Drive-strength map:
Scale bar: 20 um.
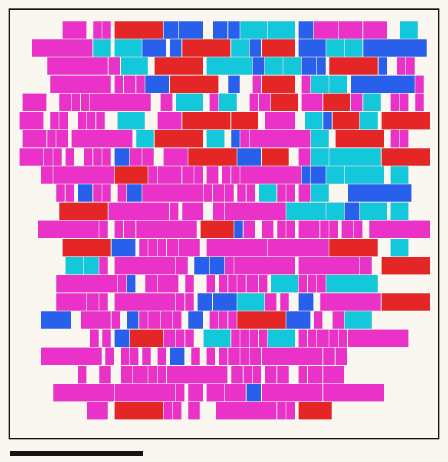
Metal 4:
Supply wires on this layer in gray.
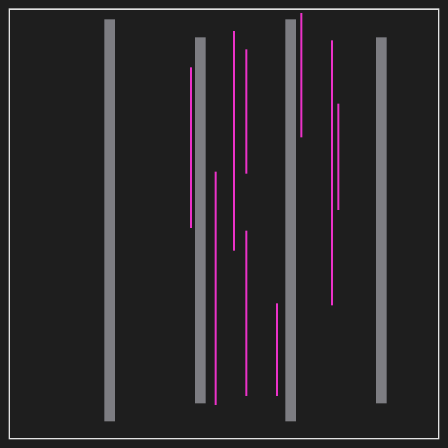
Clock nets:
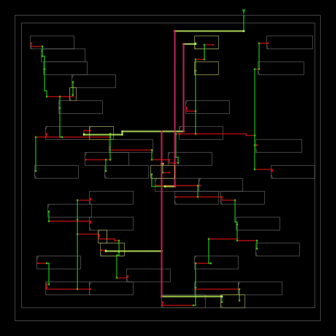
Sequential cells grouped by signal name:
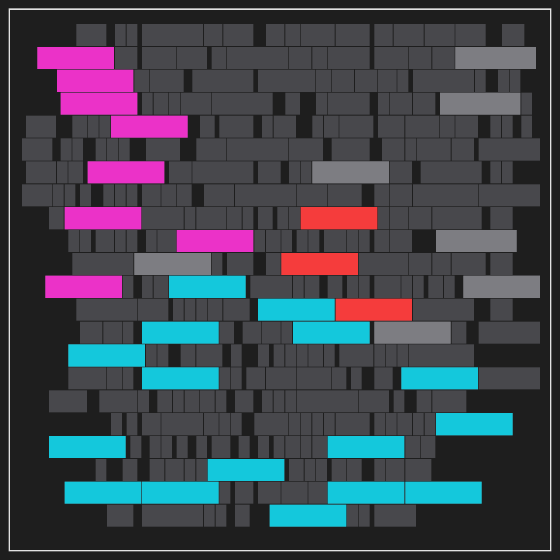
`src/rtl/cpc_rom_ctrl_pkg.sv`:
```
// Shared types and constants for the CPC upper-ROM board controller.
// Holds the unlock/write FSM encoding, unlock keys and status-byte layout.
package cpc_rom_ctrl_pkg;

    typedef enum logic [2:0] {
        ST_LOCKED,
        ST_KEY1,
        ST_ARMED,
        ST_WRITE,
        ST_BUSY
    } rom_state_e;

    localparam logic [7:0] KEY1_VAL = 8'hA5;
    localparam logic [7:0] KEY2_VAL = 8'h5A;

    localparam int STAT_BUSY      = 7;
    localparam int STAT_ARMED     = 6;
    localparam int STAT_KEY1      = 5;
    localparam int STAT_LOCK_PEND = 4;
    localparam int STAT_VALID     = 3;

    // A zero-cycle timer still needs a one-bit counter to exist.
    function automatic int unsigned cnt_width(input int unsigned n);
        return (n == 0) ? 1 : $clog2(n + 1);
    endfunction

endpackage

```
`src/rtl/cpc_rom_wtimer.sv`:
```
// EEPROM write-cycle timer: loadable down-counter that stops at zero and
// pulses done_o on the last counting cycle.
module cpc_rom_wtimer
    import cpc_rom_ctrl_pkg::*;
#(
    parameter int unsigned BUSY_CYCLES = 40000
) (
    input  logic clk,
    input  logic rst_n,
    input  logic load_i,
    output logic done_o
);

    localparam int unsigned CNT_W = cnt_width(BUSY_CYCLES);
    localparam logic [CNT_W-1:0] LOAD_VAL = CNT_W'(BUSY_CYCLES);

    logic [CNT_W-1:0] cnt_q, cnt_d;

    always_comb begin
        cnt_d = cnt_q;
        if (load_i) begin
            cnt_d = LOAD_VAL;
        end else if (cnt_q != '0) begin
            cnt_d = cnt_q - CNT_W'(1);
        end
    end

    // NOTE: sequential state uses non-blocking assignments only, so every
    // register samples the pre-edge value of every other register.
    always_ff @(posedge clk or negedge rst_n) begin
        if (!rst_n) begin
            cnt_q <= '0;
        end else begin
            cnt_q <= cnt_d;
        end
    end

    assign done_o = (cnt_q == CNT_W'(1)) && !load_i;

endmodule

```
`src/rtl/cpc_rom_ctrl.sv`:
```
// CPLD controller for the eight-slot upper-ROM board: ROM-select capture,
// slot decode, chip selects/ROMDIS and the unlocked EEPROM write sequencer.
module cpc_rom_ctrl
    import cpc_rom_ctrl_pkg::*;
#(
    parameter logic        BANK        = 1'b0,
    parameter logic [7:0]  SLOT_MASK   = 8'hFF,
    parameter logic [7:0]  WP_MASK     = 8'h00,
    parameter logic [7:0]  CTRL_PORT   = 8'hF8,
    parameter int unsigned BUSY_CYCLES = 40000
) (
    input  logic        CLK,
    input  logic        RESET_B,
    input  logic [15:0] A,
    input  logic [7:0]  D,
    input  logic        IOREQ_B,
    input  logic        MREQ_B,
    input  logic        RD_B,
    input  logic        WR_B,
    input  logic        ROMEN_B,
    output logic [7:0]  d_out,
    output logic        d_oe,
    output logic [3:0]  cs_b,
    output logic        rom_a14,
    output logic        rom_we_b,
    output logic        romdis,
    output logic        busy
);

    logic iorq_q, mreq_q, wr_q;
    logic io_wr_prev_q, mem_wr_prev_q;
    logic io_wr, mem_wr, io_evt, mem_evt;
    logic sel_wr, ctrl_wr, rom_wr;

    logic [7:0] romsel_q;
    logic       sel_vld_q;
    logic       valid, wp;

    rom_state_e state_q, state_d;
    logic       lock_pend_q, lock_pend_d;
    logic       timer_load, timer_done;
    logic [7:0] status;
    logic       unused_ok;

    always_ff @(posedge CLK or negedge RESET_B) begin
        if (!RESET_B) begin
            iorq_q        <= 1'b1;
            mreq_q        <= 1'b1;
            wr_q          <= 1'b1;
            io_wr_prev_q  <= 1'b0;
            mem_wr_prev_q <= 1'b0;
        end else begin
            iorq_q        <= IOREQ_B;
            mreq_q        <= MREQ_B;
            wr_q          <= WR_B;
            io_wr_prev_q  <= io_wr;
            mem_wr_prev_q <= mem_wr;
        end
    end

    assign io_wr   = !iorq_q && !wr_q;
    assign mem_wr  = !mreq_q && !wr_q;
    assign io_evt  = io_wr && !io_wr_prev_q;
    // An I/O event always wins over a memory event decoded in the same cycle.
    assign mem_evt = mem_wr && !mem_wr_prev_q && !io_evt;

    assign sel_wr  = io_evt && !A[13];
    assign ctrl_wr = io_evt && (A[15:8] == CTRL_PORT);
    assign rom_wr  = mem_evt && (A[15:14] == 2'b11);

    // sel_vld_q keeps slot 0 from being decoded out of reset before any select.
    always_ff @(posedge CLK or negedge RESET_B) begin
        if (!RESET_B) begin
            romsel_q  <= 8'h00;
            sel_vld_q <= 1'b0;
        end else if (sel_wr) begin
            romsel_q  <= D;
            sel_vld_q <= 1'b1;
        end
    end

    assign valid = sel_vld_q && (romsel_q[7:4] == 4'h0) && (romsel_q[3] == BANK)
                && SLOT_MASK[romsel_q[2:0]];
    assign wp    = WP_MASK[romsel_q[2:0]];

    // NOTE: every variable written in a combinational block gets a default
    // first, so no path through the case can infer a latch.
    always_comb begin
        state_d     = state_q;
        lock_pend_d = lock_pend_q;
        timer_load  = 1'b0;
        unique case (state_q)
            ST_LOCKED: begin
                if (ctrl_wr) state_d = (D == KEY1_VAL) ? ST_KEY1 : ST_LOCKED;
            end
            ST_KEY1: begin
                if (ctrl_wr) state_d = (D == KEY2_VAL) ? ST_ARMED : ST_LOCKED;
            end
            ST_ARMED: begin
                if (ctrl_wr) begin
                    state_d = ST_LOCKED;
                end else if (rom_wr && valid && !wp) begin
                    state_d = ST_WRITE;
                end
            end
            ST_WRITE: begin
                timer_load = 1'b1;
                if (ctrl_wr) lock_pend_d = 1'b1;
                if (BUSY_CYCLES == 0) begin
                    state_d     = lock_pend_d ? ST_LOCKED : ST_ARMED;
                    lock_pend_d = 1'b0;
                end else begin
                    state_d = ST_BUSY;
                end
            end
            ST_BUSY: begin
                if (ctrl_wr) lock_pend_d = 1'b1;
                if (timer_done) begin
                    state_d     = lock_pend_d ? ST_LOCKED : ST_ARMED;
                    lock_pend_d = 1'b0;
                end
            end
            default: begin
                state_d     = ST_LOCKED;
                lock_pend_d = 1'b0;
            end
        endcase
    end

    always_ff @(posedge CLK or negedge RESET_B) begin
        if (!RESET_B) begin
            state_q     <= ST_LOCKED;
            lock_pend_q <= 1'b0;
        end else begin
            state_q     <= state_d;
            lock_pend_q <= lock_pend_d;
        end
    end

    cpc_rom_wtimer #(
        .BUSY_CYCLES(BUSY_CYCLES)
    ) u_wtimer (
        .clk    (CLK),
        .rst_n  (RESET_B),
        .load_i (timer_load),
        .done_o (timer_done)
    );

    assign busy     = (state_q == ST_BUSY);
    assign rom_we_b = (state_q != ST_WRITE);
    assign romdis   = valid && !busy;
    assign rom_a14  = romsel_q[0];

    always_comb begin
        cs_b = 4'hF;
        if (valid && A[14] && !busy) cs_b[romsel_q[2:1]] = 1'b0;
    end

    always_comb begin
        status                 = 8'h00;
        status[STAT_BUSY]      = busy;
        status[STAT_ARMED]     = (state_q == ST_ARMED);
        status[STAT_KEY1]      = (state_q == ST_KEY1);
        status[STAT_LOCK_PEND] = lock_pend_q;
        status[STAT_VALID]     = valid;
        status[2:0]            = romsel_q[2:0];
    end

    assign d_oe  = !IOREQ_B && !RD_B && (A[15:8] == CTRL_PORT);
    assign d_out = d_oe ? status : 8'h00;

    assign unused_ok = ^{A[7:0], ROMEN_B};

endmodule

```
`config.mk`:
```
export PLATFORM = sky130hd
export DESIGN_NAME = cpc_rom_ctrl
export DESIGN_NICKNAME = d
export VERILOG_FILES = /design/src/rtl/cpc_rom_ctrl_pkg.sv /design/src/rtl/cpc_rom_wtimer.sv /design/src/rtl/cpc_rom_ctrl.sv
export SDC_FILE = /design/constraint.sdc
export NUM_CORES = 1
export LEC_CHECK = 0
export ABC_AREA = 1
export ABC_CLOCK_PERIOD_IN_PS = 1750
export CORE_UTILIZATION = 50
export CTS_BUF_LIST = sky130_fd_sc_hd__clkbuf_8
export DETAILED_ROUTE_END_ITERATION = 10
export MAX_ROUTING_LAYER = met4
export PLACE_DENSITY = 0.88
export SLEW_MARGIN = 20
export SYNTH_ARGS = -nofsm -noshare
export SYNTH_HDL_FRONTEND = slang
export SYNTH_SLANG_ARGS = --single-unit
export TNS_END_PERCENT = 5
```
`constraint.sdc`:
```
create_clock -name CLK -period 1.75 [get_ports CLK]
set_clock_uncertainty 0.05 [all_clocks]
set_input_delay 0.35 -clock CLK [delete_from_list [all_inputs] [get_ports CLK]]
set_output_delay 0.35 -clock CLK [all_outputs]
set_load 0.05 [all_outputs]
```
==> impl_metrics.toml <==
# physical design summary
[placement]
preCtsSetupSlack_ps = -596
gp_congestion = 0.842
dpl.hpwl_mm = 3.77

[clock_tree]
post_cts.resized_instances = 49
clock_tree.buffer_depth = 2
cts_htree_levels = 2
cts-root-buf = "sky130_fd_sc_hd__clkbuf_8"

[routing]
drt-vias-per-instance = 5.43
iter_0_drt_violations = 280

[grt]
grt-busiest-layer = "met2"
grt_antenna_before_repair = 0
first_global_vias = 1979
use_met3_pct = 5.00
largest_net_degree_at_the_start_of_global_routing = 35

[finish]
top_regs = "u_wtimer.cnt_q x16, romsel_q x8, state_q x3"
fin_nets = 357
final.signal_buffer_count = 65
area.share.sequential_pct = 28.8
layout.filler_cells = 214
drive_above_1_share_pct = 35.1
area.sequential_sq_um = 855
clock_cell_area_share_pct = 3.08

[worst_setup_path]
crit_cells = 5
worst-endpoint-required_ps = 1350
critical_path.endpoint_type = "output pin"
crit_path_max_incr_delay_ps = 400
launching_element_type_of_the_critical_path = "flop"

[pwr]
net_switching_uw = 517
power.internal_uw = 1260
p_per_area_nw_per_um2 = 599
comb_power_uw = 301
p_leak_uw = 0.00156

[worst_hold_path]
min_delay_worst_endpoint = "mreq_q"
hold_start = "MREQ_B"

[synthesis]
logic_family = "simple AND/OR/NAND/NOR gates"
syn_nets = 287
yosys_warnings = 0
netlist_area_before_placement_sq_um = 1930

[timing]
finalClockPeriodUsage_pct = 119
worstMarginPinSlew_ps = 446
finalSetupViolations = 16
timing.final.ws_setup_ps = -329
totalNegativeSetupSlack_ps = -3010
fmax_mhz = 481

[run_status]
failed_checks = "negative setup slack"
run_status = "finished with violations"

[floorplanning]
fp.dieH_um = 64.2
io_pins = 48
About 'drive-strength map':
legend:
  drive 3 to 4:
    color: cyan
    cells: 43
    most_used: buf_4
  drive 2:
    color: blue
    cells: 42
    most_used: nor2_2
  drive 6 and up:
    color: red
    cells: 29
    most_used: buf_12
  drive 1 or less:
    color: magenta
    cells: 211
    most_used: nand2_1

About 'metal 4':
main direction: vertical
nets with wire on the layer: 8

About 'clock nets':
FFs & Latches: 34
Sinks on Clock Net: 34
CLK BUF: 6
power dissipated in the clock network: 615 uW
worst-skew pair later-pin latency: 300 ps

About 'sequential cells grouped by signal name':
legend:
  u_wtimer.cnt_q:
    color: cyan
    flops: 16
  romsel_q:
    color: magenta
    flops: 8
  state_q:
    color: red
    flops: 3

metrics by stage:
step                hold WS [ps]  instance area (sq um)  utilization [%]  total power [uW]
floorplan                   4.41                   1990                -               980
global placement             385                   2710             73.4              1110
detailed placement           387                   2710             73.4              1120
CTS                          403                   2890             78.2              1730
global route                 403                   2970             80.5              1840
finish                       403                   2970             80.5              1780
synthesized netlist by cell type, drive strengths merged, types with 3 or more instances:
master | number | area share (%)
nand3 | 25 | 7.0
dfrtp | 31 | 40
a21oi | 3 | 0.78
o21ai | 10 | 2.6
inv | 37 | 7.3
xor2 | 5 | 2.3
dfstp | 3 | 4.1
nor3 | 13 | 3.6
nand2 | 67 | 14
nor2 | 46 | 12
layout by cell type, fill, tap and decap left out, types with 3 or more instances in the layout:
cell	instances
sky130_fd_sc_hd__nand3_2	7
sky130_fd_sc_hd__buf_6	5
sky130_fd_sc_hd__dfrtp_1	31
sky130_fd_sc_hd__nand3_1	18
sky130_fd_sc_hd__xor2_1	5
sky130_fd_sc_hd__buf_12	16
sky130_fd_sc_hd__o21ai_0	9
sky130_fd_sc_hd__dfstp_2	3
sky130_fd_sc_hd__nand2_2	8
sky130_fd_sc_hd__buf_2	5
sky130_fd_sc_hd__a21oi_1	3
sky130_fd_sc_hd__buf_4	25
sky130_fd_sc_hd__nand2_1	56
sky130_fd_sc_hd__nand2_4	3
sky130_fd_sc_hd__inv_1	30
sky130_fd_sc_hd__clkbuf_8	6
sky130_fd_sc_hd__nor2_4	9
sky130_fd_sc_hd__nor2_1	26
sky130_fd_sc_hd__nor3_1	11
sky130_fd_sc_hd__nor2_2	9
sky130_fd_sc_hd__clkdlybuf4s50_1	11
sky130_fd_sc_hd__inv_2	7
No activity file was given, so power comes from the tool's default toggle rates.
